### src/rtl/somador_serial_if.sv
// rtl/somador_serial_if.sv - handshake and operand/result bundle for somador_serial
interface somador_serial_if #(
  parameter int WIDTH = 8
);
  logic             start;
  logic [WIDTH-1:0] a;
  logic [WIDTH-1:0] b;
  logic             carry_in;
  logic             busy;
  logic             done;
  logic [WIDTH-1:0] sum;
  logic             carry_out;
  logic             overflow;

  modport master (
    output start, a, b, carry_in,
    input  busy, done, sum, carry_out, overflow
  );

  modport slave (
    input  start, a, b, carry_in,
    output busy, done, sum, carry_out, overflow
  );
endinterface

### src/rtl/somador_serial.sv
// rtl/somador_serial.sv - bit-serial adder, LSB first through one full-adder cell and a carry flop
module somador_serial #(
  parameter int WIDTH = 8
) (
  input  logic              clk,
  input  logic              rst,
  somador_serial_if.slave   bus
);
  localparam int CW = (WIDTH > 1) ? $clog2(WIDTH) : 1;

  typedef enum logic [1:0] {
    IDLE  = 2'd0,
    SHIFT = 2'd1,
    DONE  = 2'd2
  } state_t;

  state_t           state_q, state_d;
  logic [WIDTH-1:0] a_sr_q, a_sr_d;
  logic [WIDTH-1:0] b_sr_q, b_sr_d;
  logic [WIDTH-1:0] s_sr_q, s_sr_d;
  logic             c_q, c_d;
  logic [CW-1:0]    count_q, count_d;
  logic [WIDTH-1:0] sum_q, sum_d;
  logic             carry_out_q, carry_out_d;
  logic             overflow_q, overflow_d;

  logic             s_bit;
  logic             c_next;
  logic [WIDTH-1:0] s_shifted;

  always_comb begin
    state_d     = state_q;
    a_sr_d      = a_sr_q;
    b_sr_d      = b_sr_q;
    s_sr_d      = s_sr_q;
    c_d         = c_q;
    count_d     = count_q;
    sum_d       = sum_q;
    carry_out_d = carry_out_q;
    overflow_d  = overflow_q;

    s_bit     = a_sr_q[0] ^ b_sr_q[0] ^ c_q;
    c_next    = (a_sr_q[0] & b_sr_q[0]) | (a_sr_q[0] & c_q) | (b_sr_q[0] & c_q);
    s_shifted = {s_bit, s_sr_q[WIDTH-1:1]};

    case (state_q)
      IDLE: begin
        if (bus.start) begin
          a_sr_d  = bus.a;
          b_sr_d  = bus.b;
          c_d     = bus.carry_in;
          count_d = '0;
          state_d = SHIFT;
        end
      end
      SHIFT: begin
        s_sr_d  = s_shifted;
        a_sr_d  = a_sr_q >> 1;
        b_sr_d  = b_sr_q >> 1;
        c_d     = c_next;
        count_d = count_q + CW'(1);
        if (count_q == CW'(WIDTH - 1)) begin
          // c_q is still the carry into the MSB here, so it gives signed overflow.
          sum_d       = s_shifted;
          carry_out_d = c_next;
          overflow_d  = c_q ^ c_next;
          state_d     = DONE;
        end
      end
      DONE: begin
        state_d = IDLE;
      end
      default: begin
        state_d = IDLE;
      end
    endcase
  end

  always_ff @(posedge clk) begin
    if (rst) begin
      state_q     <= IDLE;
      a_sr_q      <= '0;
      b_sr_q      <= '0;
      s_sr_q      <= '0;
      c_q         <= 1'b0;
      count_q     <= '0;
      sum_q       <= '0;
      carry_out_q <= 1'b0;
      overflow_q  <= 1'b0;
    end else begin
      state_q     <= state_d;
      a_sr_q      <= a_sr_d;
      b_sr_q      <= b_sr_d;
      s_sr_q      <= s_sr_d;
      c_q         <= c_d;
      count_q     <= count_d;
      sum_q       <= sum_d;
      carry_out_q <= carry_out_d;
      overflow_q  <= overflow_d;
    end
  end

  assign bus.busy      = (state_q == SHIFT);
  assign bus.done      = (state_q == DONE);
  assign bus.sum       = sum_q;
  assign bus.carry_out = carry_out_q;
  assign bus.overflow  = overflow_q;
endmodule

### src/flat_wrapper.sv
// flat-port wrapper written by rule: the top's interface ports become plain ports
module somador_serial_flat 
#(
  parameter int WIDTH = 8
)
  (clk, rst, bus_start, bus_a, bus_b, bus_carry_in, bus_busy, bus_done, bus_sum, bus_carry_out, bus_overflow);
  somador_serial_if #(.WIDTH(WIDTH)) bus_i ();
  input  logic clk;
  input  logic rst;
  input wire logic [$bits(bus_i.start)-1:0] bus_start;
  input wire logic [$bits(bus_i.a)-1:0] bus_a;
  input wire logic [$bits(bus_i.b)-1:0] bus_b;
  input wire logic [$bits(bus_i.carry_in)-1:0] bus_carry_in;
  output wire logic [$bits(bus_i.busy)-1:0] bus_busy;
  output wire logic [$bits(bus_i.done)-1:0] bus_done;
  output wire logic [$bits(bus_i.sum)-1:0] bus_sum;
  output wire logic [$bits(bus_i.carry_out)-1:0] bus_carry_out;
  output wire logic [$bits(bus_i.overflow)-1:0] bus_overflow;
  assign bus_i.start = bus_start;
  assign bus_i.a = bus_a;
  assign bus_i.b = bus_b;
  assign bus_i.carry_in = bus_carry_in;
  assign bus_busy = bus_i.busy;
  assign bus_done = bus_i.done;
  assign bus_sum = bus_i.sum;
  assign bus_carry_out = bus_i.carry_out;
  assign bus_overflow = bus_i.overflow;
  somador_serial #(.WIDTH(WIDTH)) u_core (.clk(clk), .rst(rst), .bus(bus_i));
endmodule
### config.mk
export PLATFORM = sky130hd
export DESIGN_NAME = somador_serial_flat
export DESIGN_NICKNAME = d
export VERILOG_FILES = /design/src/rtl/somador_serial_if.sv /design/src/rtl/somador_serial.sv /design/src/flat_wrapper.sv
export SDC_FILE = /design/constraint.sdc
export NUM_CORES = 1
export LEC_CHECK = 0
export CAP_MARGIN = 25
export CORE_MARGIN = 2
export CORE_UTILIZATION = 37
export CTS_CLUSTER_SIZE = 24
export DETAILED_ROUTE_END_ITERATION = 10
export PLACE_DENSITY = 0.67
export SETUP_SLACK_MARGIN = 0.05
export SYNTH_ARGS = -nofsm -noshare
export SYNTH_HDL_FRONTEND = slang
export SYNTH_SLANG_ARGS = --single-unit
### constraint.sdc
create_clock -name clk -period 3.3 [get_ports clk]
set_clock_uncertainty 0.05 [all_clocks]
set_input_delay 0.66 -clock clk [delete_from_list [all_inputs] [get_ports clk]]
set_output_delay 0.66 -clock clk [all_outputs]
set_load 0.05 [all_outputs]
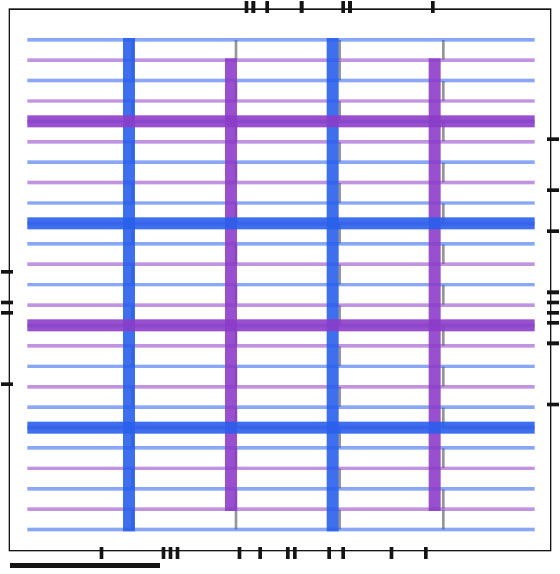
Run 1: power grid
The bar under the picture is 20 um long. Pins as bars on the die edge. Tap cells in grey.
- VDD: purple
- VSS: blue
- met4 straps: 4
- signal pins: 32
- tap cells: 52
- met5 straps: 4
- rows: 24

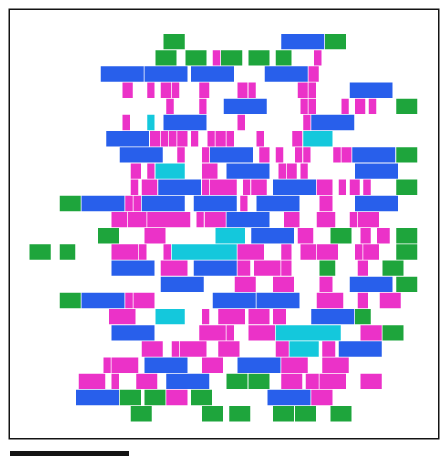
Run 1: placement by cell class
The bar under the picture is 20 um long.
- flops: blue (cells 39; share of their area 38%)
- combinational and other logic: magenta (cells 124; share of their area 40%)
- clock drivers and dummy loads: cyan (cells 8; share of their area 6.4%)
- other buffers and delay cells: green (cells 34; share of their area 16%)

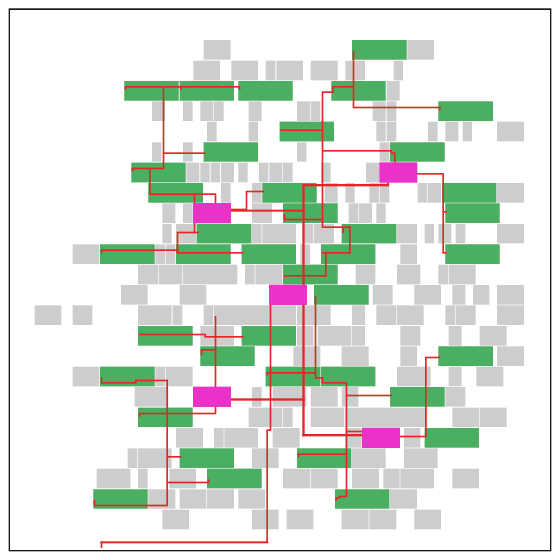
Run 1: clock distribution
- clock wires: red (length 498 um)
- clock drivers: magenta (count 5)
- flip-flops: green (count 39)
- routed clock nets: 6

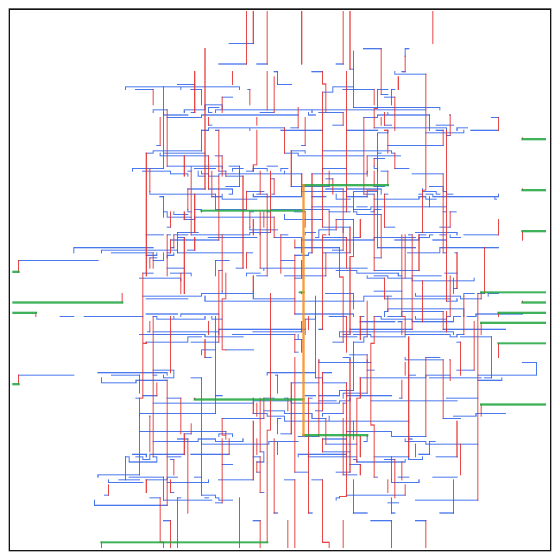
Run 1: wiring by layer
- metal 4: orange (wire length 33.3 um)
- metal 1: blue (wire length 1580 um)
- metal 2: red (wire length 1340 um)
- metal 3: green (wire length 139 um)

==> impl_table.tex, run 1 <==
% Table of physical implementation metrics
\begin{tabular}{lr}
\hline
Metric & Value \\
\hline
\multicolumn{2}{l}{\textbf{Outcome}} \\
\quad Result of the run & completed \\
\multicolumn{2}{l}{\textbf{Place}} \\
\quad Final weighted congestion in routability-driven placement & 0.716 \\
\quad DP Worst Slack & 1.18 ns \\
\quad Port bufs & 31 \\
\quad Area after DPL & between 2000 and 2500 um\^{}2 \\
\quad Placed Cells incl. Taps & 249 \\
\quad Final HPWL DP & slightly above 2 mm \\
\multicolumn{2}{l}{\textbf{Final timing}} \\
\quad Transition time at the pin with the least slew margin & 0.501 ns \\
\quad Unrepaired setup endpoints after global routing & no \\
\quad Final period demand of the worst path & 2.42 ns \\
\quad Fmax & 414 MHz \\
\quad Worst slew margin relative to its limit & between 60\% and 70\% \\
\quad Worst path setup slack after routing & 0.882 ns \\
\quad Final number of setup-violating endpoints & 0 \\
\quad Total negative slack for setup checks & 0 ns \\
\quad Final hold violations & 0 \\
\quad Final count of pins violating max slew & 0 \\
\quad Hold\_ws & slightly above 0.4 ns \\
\quad Share of the clock period used by the worst path & 73.3\% \\
\multicolumn{2}{l}{\textbf{Routing}} \\
\quad Drt via density & 4.89 \\
\quad Post-detailed-route wirelength per cell & approximately 12 um \\
\quad Vias after detailed routing & roughly 1300 \\
\quad Pre-Repair DR Iteration Count & 4 \\
\quad Remaining antenna violation count after routing & 0 \\
\quad Post-detailed-routing wire length & 3.09 mm \\
\quad Post-route DRC violation count & 0 \\
\quad Number of violations reported at the end of detailed-routing iteration 0 & 36 \\
\multicolumn{2}{l}{\textbf{Final layout}} \\
\quad Logic cell area & 817 um\^{}2 \\
\quad Most frequently placed logic cells in the final layout & sky130\_fd\_sc\_hd\_\_dfxtp\_1 (39), sky130\_fd\_sc\_hd\_\_nand2\_1 (32), sky130\_fd\_sc\_hd\_\_clkdlybuf4s50\_1 (30) \\
\quad Finished Layout Cells & 257 \\
\quad Final design instance area without fill & 2130 um\^{}2 \\
\quad Number of nets in the layout & 227 \\
\quad ANT cells & 0 \\
\quad Leading cell type in the layout, fill and taps excluded & sky130\_fd\_sc\_hd\_\_dfxtp\_1 \\
\quad Fraction of layout cells with a size suffix above 1 & 15.6\% \\
\quad Area occupied by registers & roughly 780 um\^{}2 \\
\quad Layout overhead on the synthesized area & 24.8\% \\
\quad Util after Layout & 48.3\% \\
\quad Filler cell count in the final layout & 429 \\
\multicolumn{2}{l}{\textbf{Yosys}} \\
\quad Fraction of synthesized cell area taken by the top area cell type & 45.7\% \\
\quad Flop and latch count out of synthesis & 39 \\
\quad Netlist area before placement & 1710 um\^{}2 \\
\quad Net Count, Synth & between 150 and 200 \\
\quad Register share after synthesis & 45.7\% \\
\quad Average instance area after synthesis & 9.71 um\^{}2 \\
\quad Number of enable flip-flop cells & 0 \\
\quad Most common flop cell mapped by yosys & sky130\_fd\_sc\_hd\_\_dfxtp\_1 \\
\quad Most area-hungry cell type in the Yosys netlist & sky130\_fd\_sc\_hd\_\_dfxtp\_1 \\
\quad Unique masters post-synth & 29 \\
\quad Yosys stat cell total & 176 \\
\quad Proportion of register bits with asynchronous set or reset after synthesis & 0\% \\
\quad Synth Instances & about 180 \\
\quad Yosys warning total & 0 \\
\quad Top area cell types & sky130\_fd\_sc\_hd\_\_dfxtp\_1 (46\%), sky130\_fd\_sc\_hd\_\_a211oi\_2 (10\%), sky130\_fd\_sc\_hd\_\_mux2i\_1 (10\%) \\
\quad Yosys stat area & 1710 um\^{}2 \\
\multicolumn{2}{l}{\textbf{Global route}} \\
\quad Pin count of the biggest net entering global routing & 40 \\
\quad Via count of the first global-routing pass & 1229 \\
\quad Wire length of the first global-routing pass & 5.46 mm \\
\quad Global router's overall resource usage & 13.6\% \\
\quad Overflow after GRT & 0 \\
\quad Initial antenna violation count & 0 \\
\multicolumn{2}{l}{\textbf{Worst setup path}} \\
\quad Crit path capture type & output pin \\
\quad Arrival time of the worst setup path & 1.71 ns \\
\quad Critical path fanouts, max & 10 \\
\quad Required arrival time at the worst endpoint & between 2 and 3 ns \\
\quad FF-to-FF setup slack & between 1.5 and 2 ns \\
\quad Classification of the worst setup path & register to output pin \\
\quad Startpoint class of the critical path & register \\
\multicolumn{2}{l}{\textbf{Die}} \\
\quad Placeable core area & 4410 um\^{}2 \\
\quad FP Util & $\sim$39\% \\
\quad DIE AREA & 5180 um\^{}2 \\
\quad Total number of placement rows & 24 \\
\quad Die height & 72.0 um \\
\quad Horizontal extent of the die & 72.0 um \\
\quad IO Pins & 32 \\
\multicolumn{2}{l}{\textbf{Flow run}} \\
\quad Log Warnings & 26 \\
\quad Count of max-cap constraint violations & 0 \\
\multicolumn{2}{l}{\textbf{Clock network}} \\
\quad Worst skew pair latency & 0.29 ns \\
\quad Maximum buffer depth of the clock tree & 2 \\
\quad Clock tree from TritonCTS & built \\
\quad Cell resize tally after clock tree synthesis & 0 \\
\quad Max H-tree Level & 2 \\
\quad Count of buffers added by post-CTS timing repair for setup & 0 \\
\quad Post-CTS clock slew at the launch and capture registers of the worst setup and hold paths & approximately 0.080 ns \\
\quad Hold-fix buffer count after cts & 0 \\
\quad Clock root buffer & sky130\_fd\_sc\_hd\_\_clkbuf\_8 \\
\quad CTS Buf Count & 5 \\
\quad CTS Sinks & 39 \\
\multicolumn{2}{l}{\textbf{Pwr}} \\
\quad Leakage Power & 0.773 nW \\
\quad Pwr dens & 516 nW/um\^{}2 \\
\quad Largest vdd supply drop & between 0.2 and 0.25 mV \\
\quad Sum of internal, switching and leakage power & 1.10 mW \\
\multicolumn{2}{l}{\textbf{Worst hold path}} \\
\quad Path category of the worst min-delay check & register to register \\
\hline
\end{tabular}
-- run 1: layout make-up --
type                            instances  share of cell area, %
Multi-Input combinational cell        122                   38.3
Sequential cell                        39                   36.6
Timing Repair Buffer                   34                   15.5
Clock buffer                            6                   3.40
Tap cell                               52                   3.05
Clock inverter                          2                   2.82
Inverter                                2                  0.352
-- run 1: logic make-up (layout without fill, tap and decap cells) --
family | after synthesis | count (layout) | share of synthesized area, %
adders and majority gates | 3 | 3 | 2.64
muxes | 17 | 17 | 9.96
buffers and inverters | 15 | 44 | 6.51
DFF | 39 | 39 | 45.7
xor gates and xnor gates | 1 | 1 | 0.513
and+or+nand+nor | 61 | 61 | 15.8
AOI/OAI and AO/OA | 40 | 40 | 18.9
-- run 1: worst paths after layout --
path | start | end | cells after the start
worst max register to register | u_core.state_q[0]$_SDFFE_PP0P_ | u_core.a_sr_q[5]$_SDFFE_PP0P_ | 5
worst min-delay path | u_core.bus.sum[1]$_SDFFE_PP0P_ | u_core.bus.sum[1]$_SDFFE_PP0P_ | 2
worst min register to register | u_core.bus.sum[1]$_SDFFE_PP0P_ | u_core.bus.sum[1]$_SDFFE_PP0P_ | 2
worst max-delay path | u_core.state_q[1]$_SDFFE_PP0P_ | bus_done | 2
-- run 1: flip-flops by register name (all words and copies together) (netlist names) --
signal	cells
u_core.state_q	2
u_core.c_q	1
u_core.bus.carry_out	1
u_core.s_sr_q	7
u_core.bus.overflow	1
u_core.bus.sum	8
u_core.a_sr_q	8
u_core.b_sr_q	8
u_core.count_q	3
-- run 1: report_power, final --
group | total [mW] | internal, mW | leakage (nW) | switching, mW
clock | 0.473 | 0.302 | 0.0654 | 0.170
sequential | 0.507 | 0.492 | 0.319 | 0.0151
combinational | 0.121 | 0.0605 | 0.389 | 0.0607
-- run 1: layer usage --
layer,global-route usage (%),share of wire (%),vias to the layer above
li1,-,-,659
met1,17.3,51,573
met2,20.8,43,20
met3,4.86,4.5,5
met4,6.08,1.1,0
met5,0,0,-
-- run 1: cell usage after synthesis (2+ instances only) --
master / instances
sky130_fd_sc_hd__buf_2: 4
sky130_fd_sc_hd__a211oi_1: 2
sky130_fd_sc_hd__mux2i_1: 17
sky130_fd_sc_hd__nor2_2: 6
sky130_fd_sc_hd__clkbuf_1: 2
sky130_fd_sc_hd__a22oi_1: 2
sky130_fd_sc_hd__buf_6: 4
sky130_fd_sc_hd__nand2_1: 32
sky130_fd_sc_hd__nand3b_1: 3
sky130_fd_sc_hd__a211oi_2: 14
sky130_fd_sc_hd__a21oi_1: 18
sky130_fd_sc_hd__o21ai_0: 2
sky130_fd_sc_hd__nor2_1: 15
sky130_fd_sc_hd__ha_1: 2
sky130_fd_sc_hd__dfxtp_1: 39
-- run 1: critical path: stages (launching register included) --
cell and delay, ns:
sky130_fd_sc_hd__dfxtp_1 0.45, sky130_fd_sc_hd__nor2b_1 0.16, sky130_fd_sc_hd__clkdlybuf4s50_1 0.80
==> run 2, diff against run 1 <==
clock period = 2.4 ns   (was 3.3 ns; I/O delays follow)
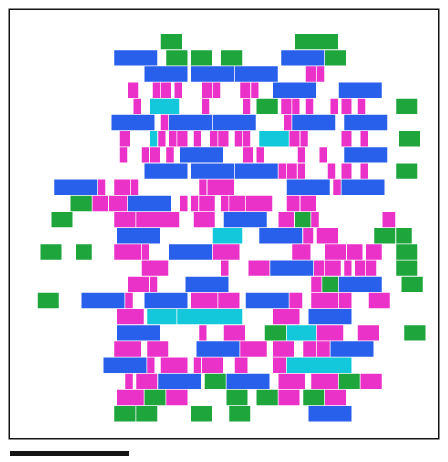
Run 2: placement by cell class
The bar under the picture is 20 um long.
- combinational and other logic: magenta (cells 124; share of their area 40%)
- other buffers and delay cells: green (cells 34; share of their area 16%)
- clock drivers and dummy loads: cyan (cells 8; share of their area 6.4%)
- flops: blue (cells 39; share of their area 38%)

==> impl_table.tex, run 2 <==
% Table of physical implementation metrics
\begin{tabular}{lr}
\hline
Metric & Value \\
\hline
\multicolumn{2}{l}{\textbf{Final timing}} \\
\quad Total negative slack for setup checks & 0 ns (unchanged) \\
\quad Final number of setup-violating endpoints & 0 (unchanged) \\
\quad Fmax & around 490 MHz \\
\quad Final count of pins violating max slew & 0 (unchanged) \\
\quad Unrepaired setup endpoints after global routing & no \\
\quad Final hold violations & 0 (unchanged) \\
\quad Worst slew margin relative to its limit & 66.3\% (-0.19 points) \\
\quad Transition time at the pin with the least slew margin & 0.503 ns (+0.00283 ns) \\
\quad Final period demand of the worst path & 2.06 ns \\
\quad Share of the clock period used by the worst path & about 86\% \\
\quad Hold\_ws & 0.406 ns (-0.000238 ns) \\
\multicolumn{2}{l}{\textbf{Routing}} \\
\quad Remaining antenna violation count after routing & 0 (unchanged) \\
\quad Drt via density & 4.86 (-0.56\%) \\
\quad Number of violations reported at the end of detailed-routing iteration 0 & 96 (+170\%) \\
\quad Vias after detailed routing & 1250 (-0.56\%) \\
\quad Post-detailed-route wirelength per cell & 11.4 um (-5.0\%) \\
\quad Post-route DRC violation count & 0 (unchanged) \\
\quad Pre-Repair DR Iteration Count & 4 (unchanged) \\
\quad Post-detailed-routing wire length & 2.93 mm (-5.0\%) \\
\multicolumn{2}{l}{\textbf{Yosys}} \\
\quad Unique masters post-synth & 29 (unchanged) \\
\quad Flop and latch count out of synthesis & 39 (unchanged) \\
\quad Most instantiated library cell after synthesis & sky130\_fd\_sc\_hd\_\_dfxtp\_1 \\
\quad Proportion of register bits with asynchronous set or reset after synthesis & 0\% (unchanged) \\
\quad Average instance area after synthesis & 9.71 um\^{}2 (unchanged) \\
\quad Yosys stat cell total & 176 (unchanged) \\
\quad Most common flop cell mapped by yosys & sky130\_fd\_sc\_hd\_\_dfxtp\_1 \\
\quad Number of enable flip-flop cells & 0 (unchanged) \\
\quad Netlist area before placement & 1710 um\^{}2 (unchanged) \\
\quad Yosys stat area & 1710 um\^{}2 (unchanged) \\
\quad Top area cell types & sky130\_fd\_sc\_hd\_\_dfxtp\_1 (46\%), sky130\_fd\_sc\_hd\_\_a211oi\_2 (10\%), sky130\_fd\_sc\_hd\_\_mux2i\_1 (10\%) \\
\quad Fraction of synthesized cell area taken by the top area cell type & 45.7\% (unchanged) \\
\quad Net Count, Synth & 199 (unchanged) \\
\quad Synth Instances & 176 (unchanged) \\
\quad Yosys warning total & 0 (unchanged) \\
\quad Most common library cells after synthesis & sky130\_fd\_sc\_hd\_\_dfxtp\_1 (39), sky130\_fd\_sc\_hd\_\_nand2\_1 (32), sky130\_fd\_sc\_hd\_\_a21oi\_1 (18), sky130\_fd\_sc\_hd\_\_mux2i\_1 (17), sky130\_fd\_sc\_hd\_\_nor2\_1 (15) \\
\quad Most area-hungry cell type in the Yosys netlist & sky130\_fd\_sc\_hd\_\_dfxtp\_1 \\
\quad Register share after synthesis & 45.7\% (unchanged) \\
\multicolumn{2}{l}{\textbf{Clock network}} \\
\quad Count of buffers added by post-CTS timing repair for setup & 0 (unchanged) \\
\quad Cell resize tally after clock tree synthesis & 0 (unchanged) \\
\quad CTS Sinks & 39 (unchanged) \\
\quad Hold-fix buffer count after cts & 0 (unchanged) \\
\quad Maximum buffer depth of the clock tree & 2 (unchanged) \\
\quad CTS Buf Count & 5 (unchanged) \\
\quad Clock root buffer & sky130\_fd\_sc\_hd\_\_clkbuf\_8 \\
\quad Post-CTS clock slew at the launch and capture registers of the worst setup and hold paths & 0.08 ns (about the same) \\
\quad Max H-tree Level & 2 (unchanged) \\
\quad Clock tree from TritonCTS & built \\
\quad Worst skew pair latency & 0.29 ns (about the same) \\
\multicolumn{2}{l}{\textbf{Flow run}} \\
\quad Log Warnings & 26 (unchanged) \\
\quad Count of max-cap constraint violations & 0 (unchanged) \\
\multicolumn{2}{l}{\textbf{Worst setup path}} \\
\quad Reg2Reg Launch Point & u\_core.state\_q[0]\$\_SDFFE\_PP0P\_ \\
\quad Crit path capture type & output pin \\
\quad Startpoint class of the critical path & register \\
\quad Required arrival time at the worst endpoint & 1.87 ns (-0.72 ns) \\
\quad R2r endpoint & u\_core.a\_sr\_q[1]\$\_SDFFE\_PP0P\_ \\
\quad Critical path fanouts, max & 11 (+1) \\
\quad FF-to-FF setup slack & 0.81 ns (-0.70 ns) \\
\quad Number of cells traversed by the worst register-to-register path & 5 (unchanged) \\
\quad Classification of the worst setup path & register to output pin \\
\multicolumn{2}{l}{\textbf{Pwr}} \\
\quad Pwr dens & 704 nW/um\^{}2 (+36\%) \\
\quad Leakage Power & 0.779 nW (+0.78\%) \\
\quad Largest vdd supply drop & 0.344 mV (+51\%) \\
\quad Sum of internal, switching and leakage power & 1.51 mW (+37\%) \\
\multicolumn{2}{l}{\textbf{Worst hold path}} \\
\quad Start point of the worst hold path & u\_core.bus.sum[0]\$\_SDFFE\_PP0P\_ \\
\quad Hold EP & u\_core.bus.sum[0]\$\_SDFFE\_PP0P\_ \\
\quad Path category of the worst min-delay check & register to register \\
\quad Hold Path Cell Cnt & 2 (unchanged) \\
\multicolumn{2}{l}{\textbf{Final layout}} \\
\quad Layout overhead on the synthesized area & 25.4\% \\
\quad ANT cells & 0 (unchanged) \\
\quad Most frequently placed logic cells in the final layout & sky130\_fd\_sc\_hd\_\_dfxtp\_1 (39), sky130\_fd\_sc\_hd\_\_nand2\_1 (32), sky130\_fd\_sc\_hd\_\_clkdlybuf4s50\_1 (29) \\
\quad Number of nets in the layout & 227 (unchanged) \\
\quad Fraction of layout cells with a size suffix above 1 & 16.1\% (+0.49 points) \\
\quad Util after Layout & 48.6\% (+0.23 points) \\
\quad Final design instance area without fill & 2140 um\^{}2 (+0.47\%) \\
\quad Leading cell type in the layout, fill and taps excluded & sky130\_fd\_sc\_hd\_\_dfxtp\_1 \\
\multicolumn{2}{l}{\textbf{Die}} \\
\quad Placeable core area & 4410 um\^{}2 (unchanged) \\
\quad Die height & 72.0 um (unchanged) \\
\quad Total number of placement rows & 24 (unchanged) \\
\quad DIE AREA & 5180 um\^{}2 (unchanged) \\
\quad Horizontal extent of the die & 72.0 um (unchanged) \\
\quad FP Util & 38.7\% (unchanged) \\
\multicolumn{2}{l}{\textbf{Place}} \\
\quad Port bufs & 31 (unchanged) \\
\quad Final HPWL DP & 1.98 mm (-3.9\%) \\
\quad Area after DPL & 2010 um\^{}2 (+0.50\%) \\
\quad Final weighted congestion in routability-driven placement & 0.717 (+0.25\%) \\
\multicolumn{2}{l}{\textbf{Global route}} \\
\quad Pin count of the biggest net entering global routing & 40 (unchanged) \\
\quad Overflow after GRT & 0 (unchanged) \\
\quad Initial antenna violation count & 0 (unchanged) \\
\quad Global router's overall resource usage & 13.2\% (-0.35 points) \\
\quad Via count of the first global-routing pass & 1208 (-1.7\%) \\
\quad Wire length of the first global-routing pass & 5.33 mm (-2.4\%) \\
\multicolumn{2}{l}{\textbf{Outcome}} \\
\quad Result of the run & completed \\
\hline
\end{tabular}
## run 2: cell families (layout without fill, tap and decap cells)
| kind of cell | Yosys count | in the layout | synth area share (%) |
|---|---|---|---|
| fa+ha+maj | 3 | 3 | 2.64 |
| mux | 17 | 17 | 9.96 |
| simple gates | 61 | 61 | 15.8 |
| buf+inv | 15 | 44 | 6.51 |
| xor+xnor | 1 | 1 | 0.513 |
| compound gates | 40 | 40 | 18.9 |
| flops | 39 | 39 | 45.7 |
## run 2: cell type report
class                   instances  area [um^2]
repair buffers                 34          340
clock inverters                 2         60.1
multi-input cells             122          817
clock buffers                   6         72.6
flip-flops and latches         39          781
inverters                       2         7.51
well taps                      52         65.1
fillers                       440         2270
## run 2: worst max-delay path, stage by stage (launching register included)
cell	delay [ns]
sky130_fd_sc_hd__dfxtp_1	0.45
sky130_fd_sc_hd__nand2b_1	0.38
sky130_fd_sc_hd__inv_2	0.20
sky130_fd_sc_hd__buf_12	0.19
## run 2: how the worst max path moves through the flow
stage	startpoint	end	slack [ns]	cells after the start
after floorplan	u_core.state_q[0]$_SDFFE_PP0P_	bus_done	0.57	3
after global placement	bus_start	u_core.a_sr_q[0]$_SDFFE_PP0P_	0.50	5
after detailed placement	bus_start	u_core.b_sr_q[0]$_SDFFE_PP0P_	0.46	5
after CTS	u_core.state_q[1]$_SDFFE_PP0P_	bus_busy	0.30	3
after global routing	u_core.state_q[1]$_SDFFE_PP0P_	bus_busy	0.16	3
final	u_core.state_q[1]$_SDFFE_PP0P_	bus_busy	0.34	3
## run 2: metrics by stage
step / setup slack (ns) / cells
5_1_grt: 0.157 / 257
6_report: 0.342 / 257
3_3_place_gp: 0.504 / 249
4_1_cts: 0.304 / 257
2_1_floorplan: 0.567 / 176
3_5_place_dp: 0.458 / 249
## run 2: metal layers
metal,global-route usage [%],routed length [um]
met5,0,0
met4,6.29,40
met3,4.44,150
met2,20.9,1350
met1,16.3,1400
## run 2: power breakdown
group / internal (mW) / total [mW] / switching, mW
logic: 0.0858 / 0.172 / 0.0862
registers: 0.676 / 0.695 / 0.0184
clock network: 0.415 / 0.642 / 0.227
==> run 3, diff against run 2 <==
CELL_PAD_IN_SITES_DETAIL_PLACEMENT = 0   (was unset)
CELL_PAD_IN_SITES_GLOBAL_PLACEMENT = 1   (was unset)
PLACE_DENSITY = 0.82   (was 0.67)
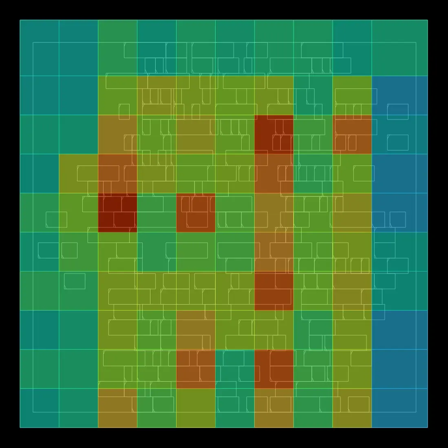
Run 3: track usage over the die
peak-usage layer in the global routing report: met2
post-detailed-route wirelength per cell: 12.0 um

==> impl_table.tex, run 3 <==
% Table of physical implementation metrics
\begin{tabular}{lr}
\hline
Metric & Value \\
\hline
\multicolumn{2}{l}{\textbf{Die}} \\
\quad FP Util & 38.7\% (unchanged) \\
\quad Placeable core area & 4410 um\^{}2 (unchanged) \\
\quad Die height & 72.0 um (unchanged) \\
\quad DIE AREA & 5180 um\^{}2 (unchanged) \\
\multicolumn{2}{l}{\textbf{Place}} \\
\quad Port bufs & 31 (unchanged) \\
\quad Final HPWL DP & 2.07 mm (+4.5\%) \\
\quad DP Worst Slack & 0.453 ns (-0.00443 ns) \\
\multicolumn{2}{l}{\textbf{Worst setup path}} \\
\quad Cell-by-cell listing of the critical path & nand2b\_1, inv\_2, buf\_12 \\
\quad Required arrival time at the worst endpoint & 1.87 ns (about the same) \\
\quad Reg2Reg Launch Point & u\_core.state\_q[0]\$\_SDFFE\_PP0P\_ \\
\quad Crit path capture type & output pin \\
\quad Critical Path Source & u\_core.state\_q[1]\$\_SDFFE\_PP0P\_ \\
\quad Slowest cell on the critical path & sky130\_fd\_sc\_hd\_\_dfxtp\_1 \\
\quad Startpoint class of the critical path & register \\
\quad Highest cell delay on the worst timing path & 0.45 ns (about the same) \\
\multicolumn{2}{l}{\textbf{Yosys}} \\
\quad Most common library cells after synthesis & sky130\_fd\_sc\_hd\_\_dfxtp\_1 (39), sky130\_fd\_sc\_hd\_\_nand2\_1 (32), sky130\_fd\_sc\_hd\_\_a21oi\_1 (18), sky130\_fd\_sc\_hd\_\_mux2i\_1 (17), sky130\_fd\_sc\_hd\_\_nor2\_1 (15) \\
\quad Register share after synthesis & 45.7\% (unchanged) \\
\quad Net Count, Synth & 199 (unchanged) \\
\quad Proportion of register bits with asynchronous set or reset after synthesis & 0\% (unchanged) \\
\quad Yosys stat area & 1710 um\^{}2 (unchanged) \\
\quad Yosys stat cell total & 176 (unchanged) \\
\quad Yosys warning total & 0 (unchanged) \\
\quad Netlist area before placement & 1710 um\^{}2 (unchanged) \\
\quad Unique masters post-synth & 29 (unchanged) \\
\quad Most instantiated library cell after synthesis & sky130\_fd\_sc\_hd\_\_dfxtp\_1 \\
\quad Synth Instances & 176 (unchanged) \\
\quad Average instance area after synthesis & 9.71 um\^{}2 (unchanged) \\
\quad Most area-hungry cell type in the Yosys netlist & sky130\_fd\_sc\_hd\_\_dfxtp\_1 \\
\quad Number of enable flip-flop cells & 0 (unchanged) \\
\multicolumn{2}{l}{\textbf{Final timing}} \\
\quad Hold\_ws & 0.403 ns (-0.00297 ns) \\
\quad Worst path setup slack after routing & 0.337 ns (-0.00441 ns) \\
\quad Fmax & 485 MHz (-0.21\%) \\
\quad Final number of setup-violating endpoints & 0 (unchanged) \\
\quad Final hold violations & 0 (unchanged) \\
\quad Final period demand of the worst path & 2.06 ns (+0.00441 ns) \\
\quad Share of the clock period used by the worst path & 86.0\% (+0.18 points) \\
\quad Unrepaired setup endpoints after global routing & no \\
\quad Worst slew margin relative to its limit & 66.8\% (+0.46 points) \\
\multicolumn{2}{l}{\textbf{Worst hold path}} \\
\quad Path category of the worst min-delay check & register to register \\
\multicolumn{2}{l}{\textbf{Pwr}} \\
\quad Largest vdd supply drop & 0.216 mV (-37\%) \\
\quad Pwr dens & 616 nW/um\^{}2 (-12\%) \\
\quad Leakage Power & 0.756 nW (-3.0\%) \\
\multicolumn{2}{l}{\textbf{Final layout}} \\
\quad Fraction of layout cells with a size suffix above 1 & 15.6\% (-0.49 points) \\
\quad Number of nets in the layout & 227 (unchanged) \\
\quad Leading cell type in the layout, fill and taps excluded & sky130\_fd\_sc\_hd\_\_dfxtp\_1 \\
\quad Util after Layout & 47.4\% (-1.2 points) \\
\quad Layout overhead on the synthesized area & 22.4\% \\
\quad ANT cells & 0 (unchanged) \\
\multicolumn{2}{l}{\textbf{Global route}} \\
\quad Via count of the first global-routing pass & 1209 (+0.083\%) \\
\quad Overflow after GRT & 0 (unchanged) \\
\quad Wire length of the first global-routing pass & 5.28 mm (-0.90\%) \\
\quad Global router's overall resource usage & 13.2\% (-0.019 points) \\
\quad Pin count of the biggest net entering global routing & 40 (unchanged) \\
\quad Initial antenna violation count & 0 (unchanged) \\
\multicolumn{2}{l}{\textbf{Routing}} \\
\quad Pre-Repair DR Iteration Count & 4 (unchanged) \\
\quad Drt via density & 4.93 (+1.4\%) \\
\quad Met2 wire length & 1.37 mm (+1.8\%) \\
\quad Post-detailed-routing wire length & 3.08 mm (+4.9\%) \\
\quad Top routing layer in use & met4 \\
\quad Detailed-routing wirelength on met1 & 1.48 mm (+6.2\%) \\
\quad Vias after detailed routing & 1268 (+1.4\%) \\
\quad Number of violations reported at the end of detailed-routing iteration 0 & 75 (-22\%) \\
\multicolumn{2}{l}{\textbf{Clock network}} \\
\quad CTS Buf Count & 5 (unchanged) \\
\quad Worst skew pair latency & 0.29 ns (about the same) \\
\quad Post-CTS clock slew at the launch and capture registers of the worst setup and hold paths & 0.07 ns (about the same) \\
\quad Count of buffers added by post-CTS timing repair for setup & 0 (unchanged) \\
\quad Maximum buffer depth of the clock tree & 2 (unchanged) \\
\quad Max H-tree Level & 2 (unchanged) \\
\multicolumn{2}{l}{\textbf{Flow run}} \\
\quad Log Warnings & 26 (unchanged) \\
\quad Count of max-cap constraint violations & 0 (unchanged) \\
\multicolumn{2}{l}{\textbf{Outcome}} \\
\quad Result of the run & completed \\
\hline
\end{tabular}
-- run 3: logic make-up (layout without fill, tap and decap cells) --
group	count (synthesis)	count (layout)	synth area share, %
xor+xnor	1	1	0.513
fa+ha+maj	3	3	2.64
compound gates	40	40	18.9
simple gates	61	61	15.8
flops	39	39	45.7
mux	17	17	9.96
buf+inv	15	44	6.51
-- run 3: per-stage QoR --
step / std cells / instance area [um^2] / power, mW
after floorplan: 176 / 1710 / 0.839
after global placement: 249 / 2010 / 0.883
after detailed placement: 249 / 2010 / 0.886
after CTS: 257 / 2090 / 1.30
after global routing: 257 / 2090 / 1.35
final: 257 / 2090 / 1.29
-- run 3: worst paths after layout --
kind / depth (start not counted) / to / slack [ns]
setup / recovery: 3 / bus_busy / 0.34
hold / removal: 2 / u_core.bus.sum[0]$_SDFFE_PP0P_ / 0.40
setup reg to reg: 5 / u_core.a_sr_q[4]$_SDFFE_PP0P_ / 0.79
hold reg to reg: 2 / u_core.bus.sum[0]$_SDFFE_PP0P_ / 0.40
-- run 3: cell type report --
| type | instances | area, um^2 |
|---|---|---|
| Multi-Input combinational cell | 122 | 817 |
| Tap cell | 52 | 65.1 |
| Timing Repair Buffer | 34 | 340 |
| Clock inverter | 1 | 5.00 |
| Fill cell | 430 | 2320 |
| Inverter | 2 | 7.51 |
| Sequential cell | 39 | 781 |
| Clock buffer | 7 | 76.3 |
-- run 3: routing by layer --
layer  vias up  global-route usage [%]
li1        654                       -
met1       584                    15.9
met2        26                    20.7
met3         4                    4.58
met4         0                    7.34
met5         -                       0
-- run 3: where the power goes --
group          total, mW  internal [mW]  switching [mW]
Sequential         0.695          0.677          0.0183
Combinational      0.173         0.0859          0.0876
Clock              0.421          0.204           0.217
Total               1.29          0.966           0.323
-- run 3: critical path: cells and delay by family (launching register included) --
family                 cells  cell delay [ns]
AND/OR/NAND/NOR            1             0.40
buffers and inverters      2             0.39
flip-flops                 1             0.45
No activity file was given, so power comes from the tool's default toggle rates.
